**src/rtl/alu_issue.sv**
```systemverilog
// alu_issue: decodes RV32I OP/OP-IMM/LUI/AUIPC into ALU operands, output registered through a 2-entry skid buffer
module alu_issue #(
  parameter int XLEN = 32
) (
  input  logic            clk,
  input  logic            rst,
  input  logic            flush,
  input  logic            in_valid,
  output logic            in_ready,
  input  logic [31:0]     in_instr,
  input  logic [XLEN-1:0] in_pc,
  input  logic [XLEN-1:0] in_rs1,
  input  logic [XLEN-1:0] in_rs2,
  output logic            out_valid,
  input  logic            out_ready,
  output logic [XLEN-1:0] out_a,
  output logic [XLEN-1:0] out_b,
  output logic [3:0]      out_aluop,
  output logic [4:0]      out_rd,
  output logic            out_illegal
);
  typedef struct packed {
    logic            illegal;
    logic [4:0]      rd;
    logic [3:0]      aluop;
    logic [XLEN-1:0] a;
    logic [XLEN-1:0] b;
  } entry_t;

  entry_t raw, dec, m_q, m_d, s_q, s_d;
  logic m_v_q, m_v_d, s_v_q, s_v_d;
  logic ok, shift, in_fire, out_fire;
  logic [6:0] opc, f7;
  logic [2:0] f3;

  assign opc   = in_instr[6:0];
  assign f3    = in_instr[14:12];
  assign f7    = in_instr[31:25];
  assign shift = f3 == 3'b001 || f3 == 3'b101;

  always_comb begin
    raw    = '0;
    raw.rd = in_instr[11:7];
    ok     = 1'b0;
    case (opc)
      7'b0110011: begin
        raw.a     = in_rs1;
        raw.b     = in_rs2;
        raw.aluop = {in_instr[30], f3};
        ok        = f7 == 7'b0 || (f7 == 7'b0100000 && (f3 == 3'b000 || f3 == 3'b101));
      end
      7'b0010011: begin
        raw.a     = in_rs1;
        raw.b     = shift ? {{(XLEN-5){1'b0}}, in_instr[24:20]} : {{(XLEN-12){in_instr[31]}}, in_instr[31:20]};
        raw.aluop = {f3 == 3'b101 && in_instr[30], f3};
        ok        = !shift || f7 == 7'b0 || (f3 == 3'b101 && f7 == 7'b0100000);
      end
      7'b0110111: begin
        raw.b = {in_instr[31:12], 12'b0};
        ok    = 1'b1;
      end
      7'b0010111: begin
        raw.a = in_pc;
        raw.b = {in_instr[31:12], 12'b0};
        ok    = 1'b1;
      end
      default: ok = 1'b0;
    endcase
    dec = raw;
    if (!ok) begin
      dec         = '0;
      dec.illegal = 1'b1;
      dec.rd      = in_instr[11:7];
    end
  end

  assign in_fire  = in_valid && !s_v_q;
  assign out_fire = out_ready && m_v_q;

  // skid only fills while main is stalled, so it is always empty when in_fire
  always_comb begin
    m_v_d = m_v_q;
    s_v_d = s_v_q;
    m_d   = m_q;
    s_d   = s_q;
    if (flush) begin
      m_v_d = 1'b0;
      s_v_d = 1'b0;
    end else if (!m_v_q || out_fire) begin
      m_v_d = s_v_q || in_fire;
      m_d   = s_v_q ? s_q : in_fire ? dec : m_q;
      s_v_d = 1'b0;
    end else if (in_fire) begin
      s_v_d = 1'b1;
      s_d   = dec;
    end
  end

  always_ff @(posedge clk) begin
    if (rst) begin
      m_v_q <= 1'b0;
      s_v_q <= 1'b0;
      m_q   <= '0;
      s_q   <= '0;
    end else begin
      m_v_q <= m_v_d;
      s_v_q <= s_v_d;
      m_q   <= m_d;
      s_q   <= s_d;
    end
  end

  assign in_ready    = !s_v_q;
  assign out_valid   = m_v_q;
  assign out_a       = m_q.a;
  assign out_b       = m_q.b;
  assign out_aluop   = m_q.aluop;
  assign out_rd      = m_q.rd;
  assign out_illegal = m_q.illegal;
endmodule

```
**config.mk**
```make
export PLATFORM = sky130hd
export DESIGN_NAME = alu_issue
export DESIGN_NICKNAME = d
export VERILOG_FILES = /design/src/rtl/alu_issue.sv
export SDC_FILE = /design/constraint.sdc
export NUM_CORES = 1
export LEC_CHECK = 0
export CAP_MARGIN = 40
export CORE_UTILIZATION = 49
export DETAILED_ROUTE_END_ITERATION = 16
export GPL_TIMING_DRIVEN = 0
export PLACE_DENSITY_LB_ADDON = 0.2
export SYNTH_ARGS = -nofsm -noshare
export SYNTH_HDL_FRONTEND = slang
export SYNTH_SLANG_ARGS = --single-unit
```
**constraint.sdc**
```tcl
create_clock -name clk -period 3.15 [get_ports clk]
set_input_delay 0.63 -clock clk [delete_from_list [all_inputs] [get_ports clk]]
set_output_delay 0.63 -clock clk [all_outputs]
set_load 0.03 [all_outputs]
```
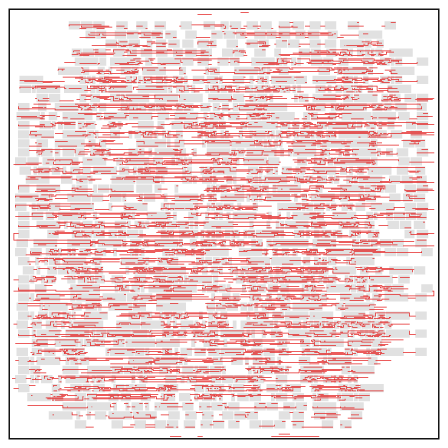
(run_1/layer_met1.png)
Cells faint in the background.
wire length on this layer: 11200 µm
longest straight run: 35.0 µm
nets with wire on the layer: 1182
share of all routed wire: 42%

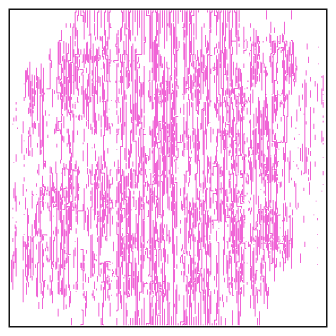
(run_1/layer_met2.png)
wire length on this layer: 12100 µm
longest straight run: 45.6 µm
nets with wire on the layer: 1109
main direction: vertical

==> job_summary.md, run 1 <==
## Implementation flow summary

| Metric | Value |
|---|---|
| Post-Route Skew | roughly 5.6 ps |
| Ports | 209 |
| Core ar. | about 15000 µm² |
| Worst setup path end | in_ready |
| Final period util | 0.984 |
| # nets final | ~1300 |
| Initial antenna violation count | 1 |
| Outcome | complete, no violations |
| Worst Hold Class | register to register |
| Hpwl dp | approximately 19 mm |
| RSZ-0062 raised after global routing | no |
| Synth async-reset ratio | 0 |
| DRT Wirelength | about 27 mm |
| Post-CTS Setup Bufs | 0 |
| Post-placement worst setup slack | -182 ps |
| Antenna diodes | 0 |
| Largest net degree at the start of global routing | 17 |
| Clk slew on worst S/H paths | about 60 ps |
| Final setup vio count | 0 |
| Worst slew pin tran | 875 ps |
| Fp util | 0.509 |
| Highest Clock Rate | between 300 and 400 MHz |
| Period minus WS final | approximately 3100 ps |
| CP required | between 2000 and 3000 ps |
| Reg area | about 3000 µm² |
| Setup crit start | s_v_q |
| Post-route ant nets | 0 |
| Syn avg cell area | ~8.4 µm² |
| First-pass GRT wire length | a little over 40 mm |
| Max FO, Critical Path | 10 |
| Syn Inst Count | 930 |
| DIE AREA | 16500 µm² |
| Htree depth | 4 |
| Clk root buf | clkbuf_16 |
| Post-route DRC | 0 |
| Seq share, synth | 0.384 |
| Comb power frac | 0.186 |
| P_sw | approximately 0.0013 W |
| Synth Warn # | 0 |
| Power Total | 0.00504 W |
| GRT overflow | 0 |
| Startpoint Class | register |
| Overall die height | roughly 130 µm |
| Commonest non-fill, non-tap cells in the layout | clkdlybuf4s50_1 (206), dfxtp_1 (150), clkbuf_1 (100), nand2_1 (81), inv_1 (76) |
| Total number of vias | between 8000 and 9000 |
| Yosys top cell by area | dfxtp_1 |
| Syn nets | between 1000 and 1500 |
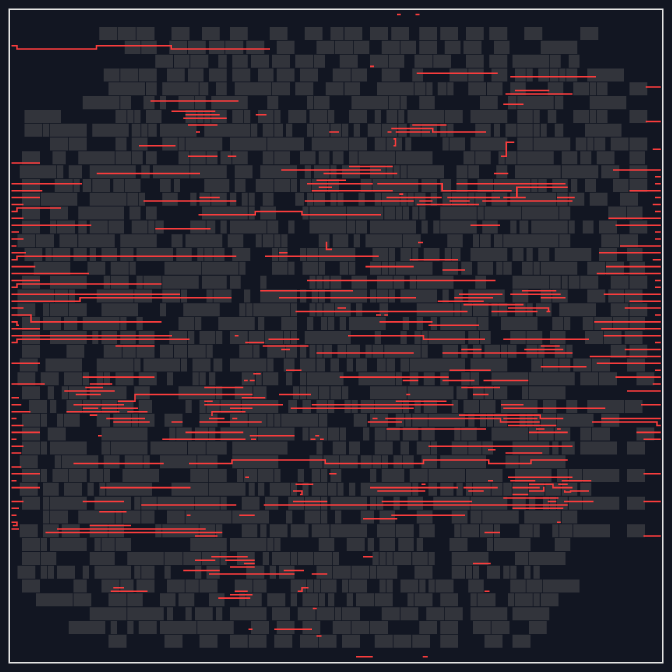
(run_1/layer_met3.png)
Cells faint in the background.
share of all routed wire: 9.8%
main direction: horizontal
wire length on this layer: 2620 µm

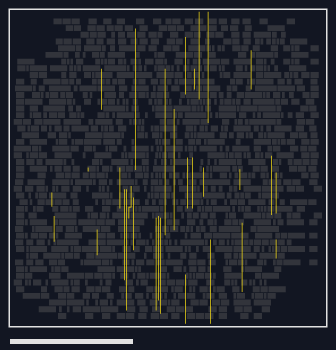
(run_1/layer_met4.png)
Bar = 50 µm. Cells faint in the background.
main direction: vertical
longest straight run: 67.3 µm
wire length on this layer: 781 µm
nets with wire on the layer: 25

## run 1: how the worst min path moves through the flow
stage | startpoint | endpoint | cells after the start | slack [ps]
CTS | s_q[2] | s_q[2] | 2 | 450
detailed placement | s_q[67] | s_q[67] | 2 | 440
global route | s_q[0] | s_q[0] | 2 | 470
global placement | s_q[11] | s_q[11] | 2 | 430
floorplan | s_q[11] | s_q[11] | 2 | 420
finish | s_q[67] | s_q[67] | 2 | 450
## run 1: area by class of cell
type,count,area share
multi-input combinational,592,0.379
sequential,150,0.279
timing repair buffer,207,0.192
clock buffer,21,0.0446
buffer,111,0.0423
inverter,77,0.0268
tap,211,0.0245
clock inverter,9,0.0116
## run 1: state kept, by name, summed over array words and instances (netlist names)
| name | flops |
|---|---|
| s_q | 74 |
| out_a | 32 |
| out_b | 32 |
| out_rd | 5 |
| out_aluop | 4 |
| out_illegal | 1 |
| out_valid | 1 |
| s_v_q | 1 |
## run 1: routing by layer
layer	GRT usage	up-vias	wire length, µm
li1	-	4006	-
met5	0	-	14
met1	0.425	4037	11200
met4	0.130	2	780
met2	0.500	509	12100
met3	0.0819	68	2620
## run 1: through the flow
step | setup TNS [ps] | instances | hold slack, ps | instance area [µm²] | util
floorplan | 0 | 930 | 417 | 7830 | -
detailed placement | -9510 | 1348 | 440 | 10200 | 0.661
global route | 0 | 1378 | 472 | 10800 | 0.701
finish | 0 | 1378 | 453 | 10800 | 0.701
global placement | -8880 | 1347 | 431 | 10200 | 0.661
CTS | 0 | 1378 | 453 | 10800 | 0.701
## run 1: cell usage after synthesis (27+ instances only)
master / count
a21boi_0: 27
o22ai_1: 35
a21oi_1: 39
o32ai_1: 53
clkbuf_1: 101
a22o_1: 33
dfxtp_1: 150
o2111ai_1: 35
nand4_1: 33
nor2_1: 47
nand2_1: 81
nor2b_1: 37
inv_1: 76
## run 1: power groups by stage
stage / clock (W) / combinational, W / sequential (W)
finish: 0.00210 / 0.000935 / 0.00200
global placement: 0 / 0.000910 / 0.00204
detailed placement: 0 / 0.000916 / 0.00204
CTS: 0.00209 / 0.000923 / 0.00200
global route: 0.00218 / 0.000989 / 0.00200
floorplan: 0 / 0.000368 / 0.00216
## run 1: worst max-delay path: stages, from the launching register on
cell,delay [ps]
dfxtp_1,340
clkbuf_2,250
clkinv_1,200
clkbuf_1,460
clkdlybuf4s50_1,780
## run 1: logic make-up (layout without fill, tap and decap cells)
group,count (synthesis),after routing,synth area share
compound gates,350,350,0.357
simple gates,221,221,0.137
buf+inv,188,425,0.0949
flops,150,150,0.384
mux,20,20,0.0256
xor+xnor,1,1,0.00112
## Run 2: what changed since run 1
==> constraint.sdc (replaced) <==
create_clock -name clk -period 3.15 [get_ports clk]
set_input_delay 0.63 -clock clk [delete_from_list [all_inputs] [get_ports clk]]
set_output_delay 0.63 -clock clk [all_outputs]
set_load 0.01 [all_outputs]
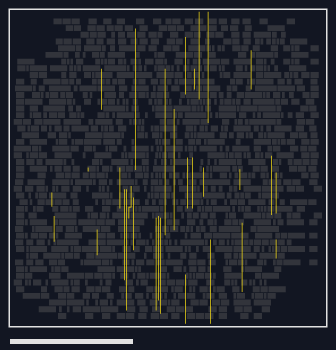
(run_2/layer_met4.png)
Bar = 50 µm. Cells faint in the background.
wire length on this layer: 781 µm
main direction: vertical
longest straight run: 67.3 µm

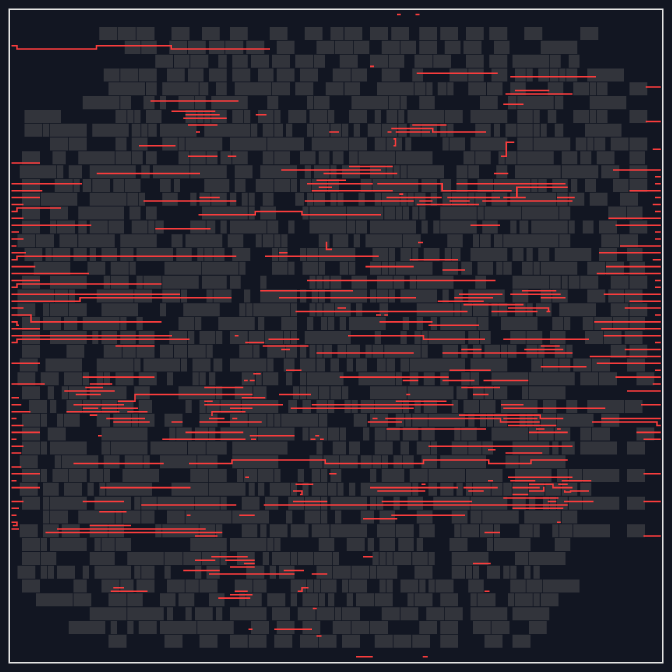
(run_2/layer_met3.png)
Cells faint in the background.
main direction: horizontal
share of all routed wire: 9.8%
longest straight run: 59.6 µm
wire length on this layer: 2620 µm
nets with wire on the layer: 229

==> run 2 against run 1 <==
  * Non-clock buffer count did not move
  * Fmax rose by 4.5%
  * Cell area did not move
  * Sequential share of layout area did not move
  * Final cell count did not move
  * Worst hold slack did not move
  * Utilization did not move
  * Highest routed layer unchanged
==> job_summary.md, run 2 <==
## Implementation flow summary

| Metric | Value |
|---|---|
| Worst slew pin tran | 875 ps (unchanged) |
| Htree depth | 4 (unchanged) |
| Post-route DRC | 0 (unchanged) |
| Drt pass-1 iters | 6 (unchanged) |
| Initial antenna violation count | 1 (unchanged) |
| Max FO, Critical Path | 10 (unchanged) |
| Synth top cells by count | dfxtp_1 (150), clkbuf_1 (101), nand2_1 (81) (unchanged) |
| RSZ-0062 raised after global routing | no (unchanged) |
| Total number of vias | 8622 (unchanged) |
| Clk root buf | clkbuf_16 (unchanged) |
| GR Layer Usage met2 | 0.500 (unchanged) |
| Period minus WS final | 2960 ps (was 3100 ps) |
| Syn nets | 1063 (unchanged) |
| Worst-path cell chain | clkbuf_2 -> clkinv_1 -> clkbuf_1 -> clkdlybuf4s50_1 (unchanged) |
| Synth Warn # | 0 (unchanged) |
| Syn Inst Count | 930 (unchanged) |
| First-pass GRT wire length | 41.4 mm (unchanged) |
| GRT overflow | 0 (unchanged) |
| Commonest non-fill, non-tap cells in the layout | clkdlybuf4s50_1 (206), dfxtp_1 (150), clkbuf_1 (100), nand2_1 (81), inv_1 (76) (unchanged) |
| Max reg flops | 74 (unchanged) |
| CP required | 2520 ps (about the same) |
| Ports | 209 (unchanged) |
| Largest net degree at the start of global routing | 17 (unchanged) |
| Hpwl dp | 19.0 mm (unchanged) |
| Most flops, register | s_q (unchanged) |
| Crit path buffers/inverters | 4 (unchanged) |
| Delay-heaviest family, CP | buffers and inverters (unchanged) |
| Setup TNS Final | 0 ps (unchanged) |
| Crit-path slowest cell | clkdlybuf4s50_1 (unchanged) |
| Startpoint Class | register (unchanged) |
| Most common cell in the netlist | dfxtp_1 (unchanged) |
| Fin Hold WS | 453 ps (unchanged) |
| Yosys top cell by area | dfxtp_1 (unchanged) |
| Highest Clock Rate | 337 MHz (was 323 MHz) |
| Final worst setup slack | 185 ps (was 50.9 ps) |
| Synth async-reset ratio | 0 (unchanged) |
| Clk slew on worst S/H paths | 60 ps (about the same) |
| DRT Wirelength | 26.7 mm (unchanged) |
| Seq share, synth | 0.384 (unchanged) |
| # nets final | 1289 (unchanged) |
| Tool warnings | 26 (unchanged) |
| Antenna diodes | 0 (unchanged) |
| Post-route ant nets | 0 (unchanged) |
| Overall die height | 128 µm (unchanged) |
| Core ar. | 15400 µm² (unchanged) |
| Fp util | 0.509 (unchanged) |
| Syn avg cell area | 8.42 µm² (unchanged) |
| Outcome | complete, no violations (unchanged) |
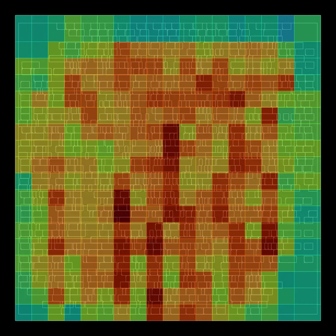
(run_2/congestion.png)
grt peak-use layer: met2
M1 GR Usage: 0.425
final core occ: 0.701
M3 GR Usage: 0.0819

[run 2: cell counts in the layout (fill, tap and decap cells not counted)]
No cell type changed its count.
[run 2: metal layers]
| layer | part of all wire | wire length (µm) | vias up |
|---|---|---|---|
| li1 | - | - | 4006 |
| met1 | 0.42 | 11200 | 4037 |
| met2 | 0.45 | 12100 | 509 |
| met3 | 0.098 | 2620 | 68 |
| met4 | 0.029 | 780 | 2 |
| met5 | 0.00052 | 14 | - |
[run 2: report_power, final]
group,switching [W],internal [W],total (W)
combinational,0.000424,0.000416,0.000840
sequential,0.0000365,0.00196,0.00200
clock,0.000788,0.00131,0.00210
total,0.00125,0.00369,0.00494
[run 2: cell type report]
type / instances / area (µm²) / share of cell area
multi-input cells: 592 / 4090 / 0.379
flip-flops and latches: 150 / 3000 / 0.279
repair buffers: 207 / 2070 / 0.192
clock buffers: 21 / 480 / 0.0446
plain buffers: 111 / 455 / 0.0423
inverters: 77 / 289 / 0.0268
well taps: 211 / 264 / 0.0245
clock inverters: 9 / 125 / 0.0116
[run 2: worst register-to-register path: stages, from the launching register on]
cell,delay [ps]
dfxtp_1,420
nor4bb_1,470
and2_1,200
clkbuf_1,340
nand3_1,370
clkbuf_1,350
o31ai_1,330
[run 2: worst paths after layout]
path / slack (ps) / cells after the start / startpoint / endpoint
max reg2reg: 560 / 6 / out_valid / s_q[5]
min: 450 / 2 / s_q[67] / s_q[67]
max: 190 / 4 / s_v_q / in_ready
min reg2reg: 450 / 2 / s_q[67] / s_q[67]
[run 2: through the flow]
step,utilization,area [µm²],instances,total power (W)
floorplan,-,7830,930,0.00243
global placement,0.661,10200,1347,0.00285
detailed placement,0.661,10200,1348,0.00286
CTS,0.701,10800,1378,0.00492
global route,0.701,10800,1378,0.00508
finish,0.701,10800,1378,0.00494
[run 2: logic make-up after synthesis]
kind of cell	Yosys count	share of synthesized area
AND-OR/OR-AND	350	0.357
AND/OR/NAND/NOR	221	0.137
buffers and inverters	188	0.0949
flip-flops	150	0.384
multiplexers	20	0.0256
XOR/XNOR	1	0.00112
## Run 3: what changed since run 2
--- a/config.mk
+++ b/config.mk
@@ -10,6 +10,7 @@
 export DETAILED_ROUTE_END_ITERATION = 16
 export GPL_TIMING_DRIVEN = 0
 export PLACE_DENSITY_LB_ADDON = 0.2
+export REMOVE_ABC_BUFFERS = 1
 export SYNTH_ARGS = -nofsm -noshare
 export SYNTH_HDL_FRONTEND = slang
 export SYNTH_SLANG_ARGS = --single-unit
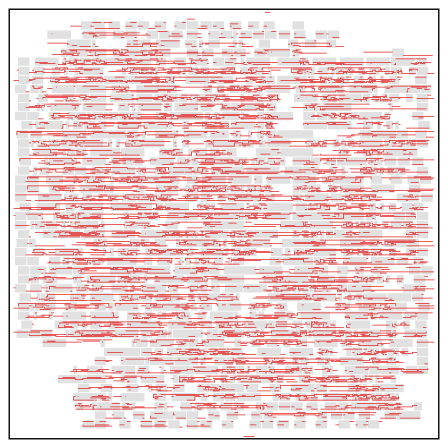
(run_3/layer_met1.png)
Cells faint in the background.
nets with wire on the layer: 1096
main direction: horizontal
longest straight run: 33.6 µm
wire length on this layer: 10400 µm

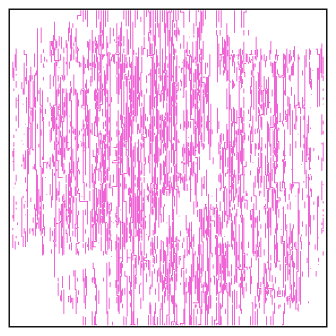
(run_3/layer_met2.png)
longest straight run: 55.8 µm
nets with wire on the layer: 1024
wire length on this layer: 11800 µm
main direction: vertical
share of all routed wire: 48%

==> run 3 against run 2 <==
  * Sequential cell count is the same
  * Count of clock-buffer cells in the layout decreased by 2
  * First-iteration DRC count fell by 15%
  * Critical path depth grew 2
  * Largest power group unchanged
  * Clock power hardly changed
  * Non-clock buffer count fell by 79
  * Fmax is 2.5% lower
  * Setup slack got worse by 77 ps
  * Worst hold slack better by 0.63 ps
  * Sequential power about the same
  * Register-to-register slack got worse by 210 ps
==> job_summary.md, run 3 <==
## Implementation flow summary

| Metric | Value |
|---|---|
| DIE AREA | 16500 µm² (unchanged) |
| Post-CTS Setup Bufs | 0 (unchanged) |
| Setup TNS Final | 0 ps (unchanged) |
| Ports | 209 (unchanged) |
| Hpwl dp | 16.3 mm (was 19.0 mm) |
| Worst slew pin tran | 886 ps (was 875 ps) |
| Fp util | 0.509 (unchanged) |
| Crit path buffers/inverters | 2 (was 4) |
| Highest Clock Rate | 329 MHz (was 337 MHz) |
| Switching share of power | 0.256 (was 0.253) |
| Post-route ant nets | 0 (unchanged) |
| Clk pwr share | 0.424 (was 0.425) |
| Crit path largest cell delay | 670 ps (was 650 ps) |
| Final setup vio count | 0 (unchanged) |
| Tool warnings | 25 (was 26) |
| Most flops, register | s_q (unchanged) |
| Period minus WS final | 3040 ps (was 2960 ps) |
| RSZ-0062 raised after global routing | no (unchanged) |
| Cell Area, Placed | 10300 µm² (was 10200 µm²) |
| # nets final | 1210 (was 1289) |
| Synth Warn # | 0 (unchanged) |
| P_sw | 0.00127 W (was 0.00125 W) |
| R2R Path Start | s_v_q (was out_valid) |
| Final period util | 0.966 (was 0.941) |
| Clk slew on worst S/H paths | 60 ps (about the same) |
| Antenna diodes | 0 (unchanged) |
| Yosys top cell by area | dfxtp_1 (unchanged) |
| Sequential Power Share | 0.403 (was 0.405) |
| Hold_sp | s_q[0] (was s_q[67]) |
| CP required | 3480 ps (was 2520 ps) |
| Most common cell in the netlist | dfxtp_1 (unchanged) |
| Setup crit start | in_instr[12] (was s_v_q) |
| GRT overflow | 0 (unchanged) |
| Seq share, synth | 0.384 (unchanged) |
| Outcome | complete, no violations (unchanged) |
| Max FO, Critical Path | 22 (was 10) |
| Syn Inst Count | 930 (unchanged) |
| Clk root buf | clkbuf_16 (unchanged) |
| Drt pass-1 iters | 6 (unchanged) |
| Delay-heaviest family, CP | AND-OR/OR-AND gates (was buffers and inverters) |
| Core ar. | 15400 µm² (unchanged) |
| Power Total | 0.00496 W (was 0.00494 W) |
| Comb power frac | 0.173 (was 0.170) |
| Largest net degree at the start of global routing | 64 (was 17) |
| Synth top cells by count | dfxtp_1 (150), clkbuf_1 (101), nand2_1 (81) (unchanged) |
| Initial antenna violation count | 0 (was 1) |
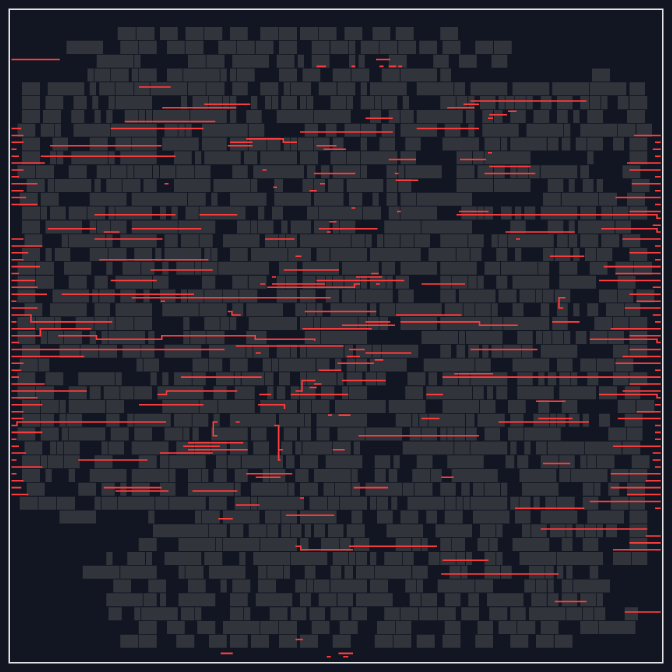
(run_3/layer_met3.png)
Cells faint in the background.
DRT Wirelength: 24.8 mm
M3 GR Usage: 0.0611
total number of vias: 8177

-- run 3: cell types whose count changed in the layout (fill, tap and decap cells not counted), moves of 3 or more --
cell        change
buf_8           +9
clkbuf_1      -100
nor2_1          -3
buf_12          +3
clkinvlp_4      +3
buf_16          +9
buf_4           +6
-- run 3: tightest hold or removal path: cells and delay by family, from the launching register on --
kind | cells | cell delay (ps)
and+or+nand+nor | 1 | 50
DFF | 1 | 320
AOI/OAI and AO/OA | 1 | 50
-- run 3: worst paths after layout --
kind | cells past startpoint | endpoint | slack [ps]
max reg2reg | 4 | s_q[66] | 350
min reg2reg | 2 | s_q[0] | 450
max | 6 | s_q[73] | 110
min | 2 | s_q[0] | 450
-- run 3: layer usage --
metal,wire length [µm],vias up,track usage
met5,0,-,0
met1,10400,3904,0.372
met4,788,0,0.147
met2,11800,369,0.485
li1,-,3844,-
met3,1800,60,0.0611
-- run 3: timing repair --
| action | in CTS | in global routing |
|---|---|---|
| setup endpoints to repair | 37 | 26 |
| resized | 4 | 1 |
| hold buffers | 0 | 0 |
| pin swaps | 0 | 1 |
-- run 3: cells by family (layout without fill, tap and decap cells) --
group / Yosys count / count (layout) / synth area share
flops: 150 / 150 / 0.384
simple gates: 221 / 221 / 0.137
xor+xnor: 1 / 1 / 0.00112
compound gates: 350 / 350 / 0.357
mux: 20 / 20 / 0.0256
buf+inv: 188 / 348 / 0.0949
-- run 3: final cells by class --
type | count | area, µm²
clock inverters | 13 | 154
well taps | 211 | 264
inverters | 77 | 290
clock buffers | 19 | 453
multi-input cells | 592 | 4160
flip-flops and latches | 150 | 3010
fillers | 1232 | 4430
repair buffers | 239 | 2610
-- run 3: metrics by stage --
stage	setup WS, ps	cells	util
floorplan	-2600	819	-
global placement	-6470	1238	0.632
detailed placement	-727	1269	0.671
CTS	91.6	1301	0.711
global route	16.4	1301	0.712
finish	108	1301	0.712
-- run 3: power groups by stage --
| stage | Clock [W] | Combinational (W) | Sequential, W |
|---|---|---|---|
| after detailed placement | 0 | 0.000846 | 0.00204 |
| after floorplan | 0 | 0.000312 | 0.00206 |
| final | 0.00210 | 0.000858 | 0.00200 |
| after global routing | 0.00220 | 0.000913 | 0.00200 |
| after global placement | 0 | 0.000780 | 0.00204 |
| after CTS | 0.00212 | 0.000852 | 0.00200 |
Power and IR drop assume default switching activity.
